$ cat config.mk
export PLATFORM = sky130hd
export DESIGN_NAME = quad_decoder
export DESIGN_NICKNAME = d
export VERILOG_FILES = /design/src/rtl/quad_decoder.sv
export SDC_FILE = /design/constraint.sdc
export NUM_CORES = 1
export LEC_CHECK = 0
export CAP_MARGIN = 0
export CORE_UTILIZATION = 47
export DETAILED_ROUTE_END_ITERATION = 7
export PLACE_DENSITY_LB_ADDON = 0.05
export SLEW_MARGIN = 20
export SYNTH_ARGS = -nofsm -noshare
export SYNTH_HDL_FRONTEND = slang
export SYNTH_SLANG_ARGS = --single-unit
$ cat constraint.sdc
create_clock -name clk -period 2.55 [get_ports clk]
set_clock_uncertainty 0.05 [all_clocks]
set_input_delay 0.51 -clock clk [delete_from_list [all_inputs] [get_ports clk]]
set_output_delay 0.51 -clock clk [all_outputs]
set_load 0.02 [all_outputs]
$ cat src/rtl/quad_decoder.sv
// quad_decoder: synchronises and debounces a 2-bit quadrature (Gray) encoder,
// decodes forward/reverse/illegal phase changes, and keeps a wrapping position
// count in binary and Gray form plus a saturating illegal-change counter.
module quad_decoder #(
  parameter int CNT_W     = 8,
  parameter int DB_CYCLES = 4
) (
  input  logic             clk,
  input  logic             rst_n,
  input  logic             enc_a,
  input  logic             enc_b,
  input  logic             clr,
  output logic [CNT_W-1:0] pos,
  output logic [CNT_W-1:0] pos_gray,
  output logic             step,
  output logic             dir,
  output logic             err,
  output logic [3:0]       err_cnt
);

  // Debounce counter only needs to reach DB_CYCLES-1; keep at least one bit.
  localparam int              DCW    = (DB_CYCLES > 1) ? $clog2(DB_CYCLES) : 1;
  localparam logic [DCW-1:0]  DB_MAX = DCW'(DB_CYCLES - 1);

  typedef enum logic [0:0] {
    ST_INIT  = 1'b0,
    ST_TRACK = 1'b1
  } state_e;

  state_e           state_q, state_d;
  logic [1:0]       sync1_q, sync2_q;
  logic [1:0]       cand_q;
  logic [DCW-1:0]   cnt_q;
  logic [1:0]       phase_q;
  logic [1:0]       diff_s;
  logic             stable_s;
  logic             accept_s;
  logic             fwd_s;
  logic             rev_s;
  logic             bad_s;
  logic [CNT_W-1:0] pos_d;
  logic [CNT_W-1:0] pos_q;
  logic [CNT_W-1:0] pos_gray_q;
  logic             step_q;
  logic             dir_q;
  logic             err_q;
  logic [3:0]       err_cnt_q;

  // Position of a Gray phase along the up sequence 00 -> 01 -> 11 -> 10.
  function automatic logic [1:0] phase_idx(input logic [1:0] g);
    return {g[1], g[1] ^ g[0]};
  endfunction

  function automatic logic [CNT_W-1:0] bin2gray(input logic [CNT_W-1:0] b);
    return b ^ {1'b0, b[CNT_W-1:1]};
  endfunction

  // Candidate has been seen on the synchronised input long enough.
  assign stable_s = (sync2_q == cand_q) && (cnt_q == DB_MAX);
  // Signed step distance modulo 4: 1 = forward, 3 = reverse, 2 = both bits flipped.
  assign diff_s   = phase_idx(cand_q) - phase_idx(phase_q);

  // Two-flop synchroniser for the asynchronous encoder phases.
  always_ff @(posedge clk or negedge rst_n) begin
    if (!rst_n) begin
      sync1_q <= 2'b00;
      sync2_q <= 2'b00;
    end else begin
      sync1_q <= {enc_a, enc_b};
      sync2_q <= sync1_q;
    end
  end

  // Debounce: restart on any change, otherwise count up to the acceptance depth.
  always_ff @(posedge clk or negedge rst_n) begin
    if (!rst_n) begin
      cand_q <= 2'b00;
      cnt_q  <= {DCW{1'b0}};
    end else if (sync2_q != cand_q) begin
      cand_q <= sync2_q;
      cnt_q  <= {DCW{1'b0}};
    end else if (accept_s) begin
      cnt_q  <= cnt_q;
    end else if (cnt_q != DB_MAX) begin
      cnt_q  <= cnt_q + DCW'(1);
    end else begin
      cnt_q  <= cnt_q;
    end
  end

  // FSM state register.
  always_ff @(posedge clk or negedge rst_n) begin
    if (!rst_n) begin
      state_q <= ST_INIT;
    end else begin
      state_q <= state_d;
    end
  end

  // FSM next state: leave INIT once the first stable phase has been learned.
  always_comb begin
    state_d = state_q;
    case (state_q)
      ST_INIT:  state_d = stable_s ? ST_TRACK : ST_INIT;
      ST_TRACK: state_d = ST_TRACK;
      default:  state_d = ST_INIT;
    endcase
  end

  // FSM outputs: acceptance and classification of the accepted phase change.
  always_comb begin
    accept_s = 1'b0;
    fwd_s    = 1'b0;
    rev_s    = 1'b0;
    bad_s    = 1'b0;
    case (state_q)
      ST_INIT: begin
        accept_s = stable_s;
      end
      ST_TRACK: begin
        accept_s = stable_s && (cand_q != phase_q);
        if (accept_s) begin
          case (diff_s)
            2'd1:    fwd_s = 1'b1;
            2'd3:    rev_s = 1'b1;
            2'd2:    bad_s = 1'b1;
            default: bad_s = 1'b0;
          endcase
        end else begin
          fwd_s = 1'b0;
          rev_s = 1'b0;
          bad_s = 1'b0;
        end
      end
      default: accept_s = 1'b0;
    endcase
  end

  // Last accepted phase; updated on every accept, including illegal jumps.
  always_ff @(posedge clk or negedge rst_n) begin
    if (!rst_n) begin
      phase_q <= 2'b00;
    end else if (accept_s) begin
      phase_q <= cand_q;
    end else begin
      phase_q <= phase_q;
    end
  end

  // Next position: clear wins over a coincident step, arithmetic wraps.
  always_comb begin
    pos_d = pos_q;
    if (clr) begin
      pos_d = {CNT_W{1'b0}};
    end else if (fwd_s) begin
      pos_d = pos_q + CNT_W'(1);
    end else if (rev_s) begin
      pos_d = pos_q - CNT_W'(1);
    end else begin
      pos_d = pos_q;
    end
  end

  // Registered outputs: position (binary and Gray), pulses, direction, error count.
  always_ff @(posedge clk or negedge rst_n) begin
    if (!rst_n) begin
      pos_q      <= {CNT_W{1'b0}};
      pos_gray_q <= {CNT_W{1'b0}};
      step_q     <= 1'b0;
      dir_q      <= 1'b0;
      err_q      <= 1'b0;
      err_cnt_q  <= 4'd0;
    end else begin
      pos_q      <= pos_d;
      pos_gray_q <= bin2gray(pos_d);
      step_q     <= fwd_s | rev_s;
      err_q      <= bad_s;
      if (fwd_s) begin
        dir_q <= 1'b1;
      end else if (rev_s) begin
        dir_q <= 1'b0;
      end else begin
        dir_q <= dir_q;
      end
      if (clr) begin
        err_cnt_q <= 4'd0;
      end else if (bad_s && (err_cnt_q != 4'hF)) begin
        err_cnt_q <= err_cnt_q + 4'd1;
      end else begin
        err_cnt_q <= err_cnt_q;
      end
    end
  end

  assign pos      = pos_q;
  assign pos_gray = pos_gray_q;
  assign step     = step_q;
  assign dir      = dir_q;
  assign err      = err_q;
  assign err_cnt  = err_cnt_q;

endmodule
closeup.png
Window x 10 to 50, y 10 to 50 um. Cells in gray, sequential cells in the stronger gray; small squares are vias.
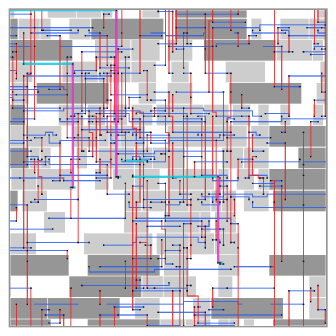
Key: magenta = M4; cyan = M3; red = M2; blue = M1
99 logic cells have their middle in the window. Sequential cells in the window: 16. Most frequent: dfrtp_1 (16), xnor2_1 (10), nor2_1 (10). Netlist names of flops here include `pos` (5), `pos_gray` (3), `phase_q` (2).

==> results.cfg <==
; flow metrics
[floorplanning]
fp.dieW_um = 60.6
die_area_mm2 = 0.00367
die_h_um = 60.6
coreArea_mm2 = 0.00315

[drt]
vias = 1097
wl_per_cell_um = 12.5
dr.first_iter.drc_count = 17
top_layer = met4
drcViolationCount = 0
met2_length_mm = 1.24
vias_per_cell = 5.10
drtPass1Iterations = 4
met3WireLength_um = 84

[layout]
drive_above_1_share_pct = 19.3
logic_area_um2 = 744
syn_to_final_growth_pct = 25.9
largest_cell_class = registers
logic_gate_count = 91
inv_count = 7
fin_area_mm2 = 0.00203
n_clock_buffer = 7
fin_util_pct = 64.4
clkCellAreaFrac_pct = 3.45
lay_top_count = dfrtp_1
nNonClkBuffers = 32
seq_cell_count = 33
fin_nets = 180
insertedDiodeCount = 0

[logic_synthesis]
fp_nets = 145
adder_share_pct = 3.88
netlist_instances = 135
ys_sh_aoi_pct = 9.01
top_logic_kind = simple AND/OR/NAND/NOR gates
edf_count = 0
syn_area_mm2 = 0.00161
flop_cell = dfrtp_1
top_cell_area_share_pct = 51.2
synth_cell_type_count = 41
synthSimpleGateAreaFrac_pct = 15.3
syn_avg_cell_area_um2 = 11.9
synthMuxAreaShare_pct = 3.34
yosys_warnings = 0
ys_cells = 135

[status]
run_status = finished, final reports clean

[final_timing]
fin_tns_setup_ps = 0
rsz0062_at_grt = no
fmax_ghz = 0.411
relSlewSlack_pct = 61.8
finalHoldViolations = 0
report.final.slew_viol_count = 0

[critical_path]
crit_arrival_ps = 2570
cp_cell_sequence = xor2_1 > ha_1 > or4_4 > o41ai_4 > xor2_2 > xnor2_1 > nor2b_1
r2r_cells = 7
endpoint = pos_gray[6]
worstSetupPathType = reg2reg
start_kind = flop
critPathCaptureType = flop
path_max_fanout = 3
cp_slowest_stage_delay_ps = 580
crit_cells = 7
crit_family = simple AND/OR/NAND/NOR gates

[clocking]
clkSinkCount = 33
cts_made_buffers = 5
root_buffer = clkbuf_4
clk_transition_reported_paths_ps = 100
cts.path.max_buffers = 2

[grt]
top_usage_layer = met2
grtUsageTotal_pct = 17.5
overflow = 0
grt_pass1_vias = 1062
grt_pass1_wl_mm = 4.63
grt_max_degree = 34
grtUsageMet1_pct = 22.2
met2_usage_pct = 28.4

[worst_hold_path]
hold_depth = 0
worstHoldStart = sync1_q[0]
holdPathEnd = sync2_q[0]

[power]
cellPowerDensity_mw_per_mm2 = 518
leakagePower_nw = 0.958
ir_worst_vdd_mv = 0.309

[placement]
port_buffers = 27
dpl_cell_area_mm2 = 0.00196

[job]
warnings = 27
clock_wires.png
The bar under the picture is 20 um long.
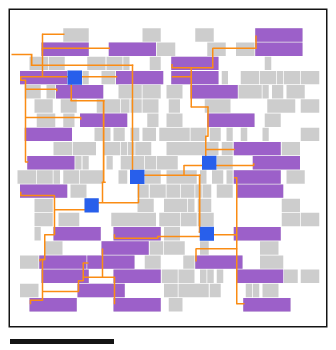
Key: blue = clock-net drivers [count 5]; purple = flip-flops [count 33]; orange = clock wires [length 391 um]
Position of the flops: all over the die. There are 6 routed clock nets.

==> where the power goes <==
part	total [mW]	switching (mW)	internal [mW]
sequential	0.550	0.0110	0.540
combinational	0.173	0.0936	0.0798
clock	0.326	0.167	0.160
==> worst register-to-register path: stages (launching register included) <==
cell     delay [ps]
dfrtp_1         420
xor2_1          170
ha_1            290
or4_4           580
o41ai_4         340
xor2_2          230
xnor2_1          90
nor2b_1         130
==> synth_stat cells (3+ instances only) <==
library cell,number
nor2b_1,3
mux2_2,3
o21ai_0,3
nor2_1,14
ha_1,5
inv_1,7
dfrtp_1,33
xnor2_1,12
xor2_1,10
nand2_1,5
clkbuf_1,3
or4_1,3
==> stage by stage <==
stage	hold slack (ps)	std cells
detailed placement	288	207
floorplan	164	135
global route	318	215
finish	308	215
CTS	312	215
global placement	281	207
Power and IR drop assume default switching activity.
